Fig. 1: the metal 1 layer
Supply wires on this layer in gray.
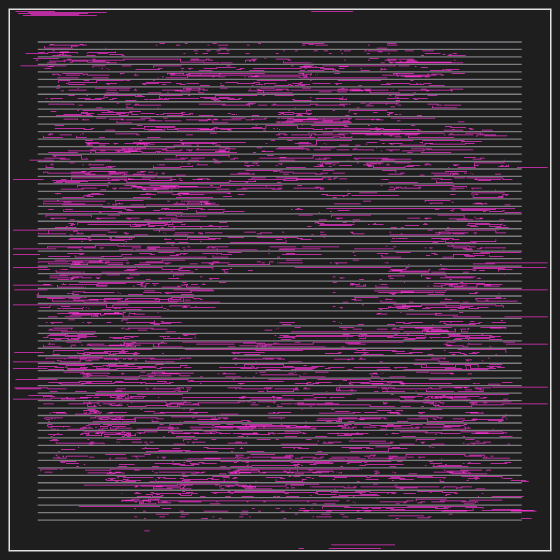
Fig. 2: register map, names as in the netlist
Other sequential cells in the stronger gray, the rest of the logic in the fainter gray.
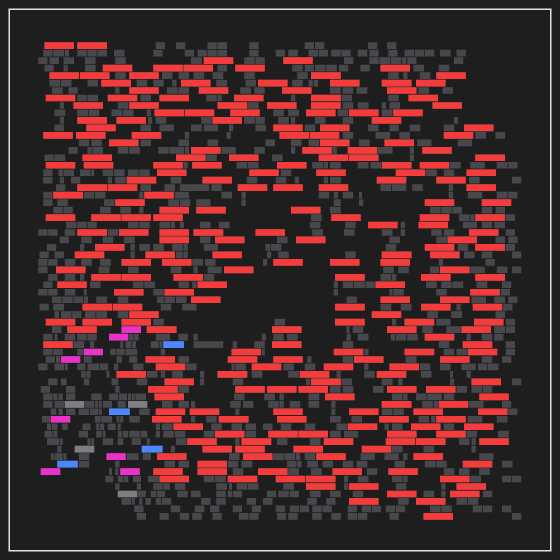
Fig. 3: clock wiring as the flow saved it
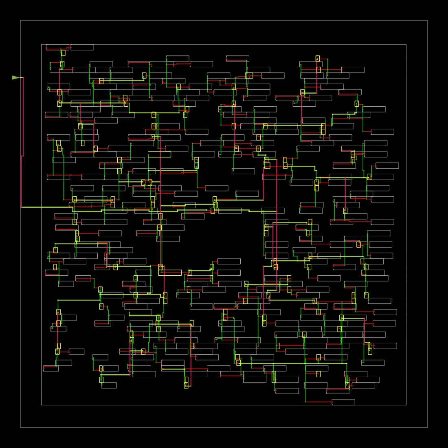
Fig. 4: selected gate families
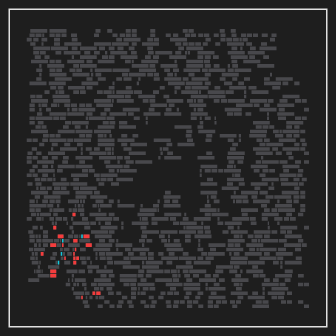
Fig. 5: floorplan with the power grid
Pins as bars on the die edge.
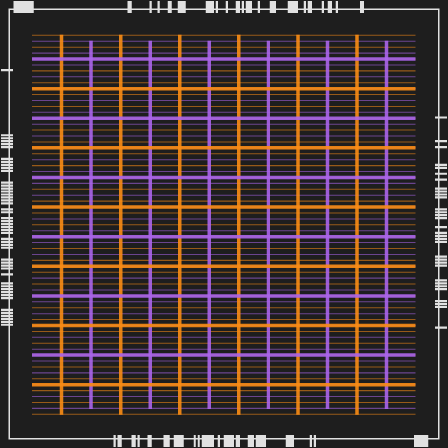
Design dispatch_demux4, sky130hd; sources not shown.
==> notes.md <==
Main metrics from the flow reports.

The flow ran to the end, and the final reports show no timing, DRC or antenna violations. The floorplan die width came out at 196.6 um. The maximum resistive drop on vdd is 0.08631 mV. The number of cells traversed by the worst hold path came out at 2. Cells fill 52.62% of the core in the end. The ratio of routed vias to standard cells came out at 5.286.

The transition time at the pin with the least slew margin came out at 1.075 ns. The average instance area after synthesis came out at 16.93 um^2. The critical path goes through clkdlybuf4s50_1 > nand4b_1 > o311ai_0 > a21oi_1 > clkdlybuf4s50_1. The number of global-route vias before repair is 8294. The maximum level of the CTS H-tree is 3.

For flop-to-flop paths, the worst setup slack is 4.76 ns. The number of cells in the yosys synthesis report came out at 792. Entering global routing, the biggest net connects 66 pins.

The post-cts repair resize count came out at 0. The number of buffers between clock root and the deepest sink came out at 3. The initial antenna violation count is 1. The most used flip-flop cell after synthesis is edfxtp_1. The non-clock buffer area fraction after layout is 11.52%. The diode insertion count for antenna repair is 1. The endpoint required time on the critical path is 5.84 ns. The number of DRC violations after detailed routing is 0. Total power for the finished layout comes to 3.054 mW.

The critical-path maximum fanout came out at 8. The wire length of the first global-routing pass came out at 49290 um. The detailed-placement wirelength estimate came out at 19950 um. The detailed router reports a met2 wire length of 15130 um. The count of unique library cells instantiated by Yosys came out at 31. The area used by multi-input combinational logic came out at 5060 um^2. The number of inverters outside the clock class in the layout came out at 4. In the final layout, clock buffers and inverters account for 4.295% of the cell area. The script reports the combined buffer and inverter count of the critical path as 2. The number of flip-flops under the largest register name is 256. The clock skew came out at 0.08499 ns. The summed area of non-filler cells in the final layout came out at 16140 um^2.

The buffer count from post-CTS setup fixing came out at 0. The type of the worst setup path is in -> out. The layout contains a multi-input combinational cell count of 471.

The cell kind with the greatest summed area is sequential cells. After detailed routing, no signal wire sits above met4. The synthesized-area fraction occupied by ao, oa, aoi and oai cells is 0.9703%.

The highest clock frequency the design can meet is 0.2195 GHz. In the Yosys report, the sequential cells make up 59.71% of the chip area. Leaving out fill and tap cells, the most frequent cells in the layout are mux2_2 (351), edfxtp_1 (256), clkdlybuf4s50_1 (182). The pre-CTS worst setup slack came out at 2.757 ns.

The worst register-to-register path has a depth of 4. The tightest slew margin relative to the limit came out at 28.19%. The number of placement rows came out at 64. The worst endpoint data arrival time is 3.10 ns. Per the log, the first TritonRoute iteration ended with a DRC count of 382.

The number of maximum-capacitance constraint violations is 0. The type of the most critical hold path is reg -> reg. The post-synthesis share of cell area spent on and, or, nand and nor gates is 2.127%.

The number of instances in the placed design is 1330. The static leakage is 5.705 nW. The filler cell count in the final layout is 2638. The number of nets in the layout is 1057. The tapcell count is 396. The final tally of hold violations is 0. The Yosys warning count is 0. The synthesized net count came out at 838. The I/O pin total came out at 183.

The port buffer count is 182. The worst setup path is launched from a primary input. The total setup violations reported at the end of the flow is 0. The critical path's slowest stage uses the library cell clkdlybuf4s50_1. TritonCTS built the clock tree.
Back to the opening pictures, Fig. 1:
wire length on this layer: 14100 um
nets with wire on the layer: 998
main direction: horizontal
met1 Track Usage GR: 21.05%
wire length reported by the detailed router: 31960 um
via count: 7728

Back to the opening pictures, Fig. 2:
legend:
  occ:
    color: magenta
    sequential_cells: 8
  mem_q:
    color: red
    sequential_cells: 256
    where: widely spread
  rptr_q:
    color: blue
    sequential_cells: 4
    where: bottom left
not colored: 4
sequential cell power: 1.73 mW
fraction of area in registers: 49.65%
Seq. cell area: 8013 um^2

Back to the opening pictures, Fig. 3:
Sinks on Clock Net: 272
source-to-sink clock delay at the later pin of the worst-skew pair: 0.84 ns
flip-flops: 272
Clock net power: 1.12 mW
final-layout clock buffer total: 114

Back to the opening pictures, Fig. 4:
legend:
  nand cells:
    color: red
    cells: 20
    where: bottom left
  inv cells:
    color: cyan
    cells: 4
    where: bottom left
Final Instance Count excl. Fillers: 1462
logic gate fraction of the total cell area: 31.35%

Back to the opening pictures, Fig. 5:
legend:
  VSS:
    color: orange
  VDD:
    color: purple
met5 straps: 12
signal pins: 183
met1 rails: 65
met4 straps: 12
area of the core: 30670 um^2
die extent in y: 196.6 um

[power breakdown]
part           internal [mW]  leakage [nW]  switching, mW
registers               1.72          2.44        0.00976
logic                  0.116          2.73         0.0860
clock network          0.481         0.531          0.637
total                   2.32          5.71          0.733
[synthesized netlist by cell type, types with 6 or more instances]
cell | n | share of area [%]
edfxtp_1 | 256 | 57
buf_6 | 22 | 1.8
mux2_2 | 351 | 29
nor2_1 | 17 | 0.48
nand2_4 | 6 | 0.50
clkbuf_1 | 7 | 0.20
buf_2 | 12 | 0.45
o21ai_0 | 8 | 0.30
xor2_1 | 12 | 0.78
dfxtp_1 | 16 | 2.4
mux2_4 | 30 | 3.4
Power figures rest on the tool's default switching activity, not on a simulated workload.
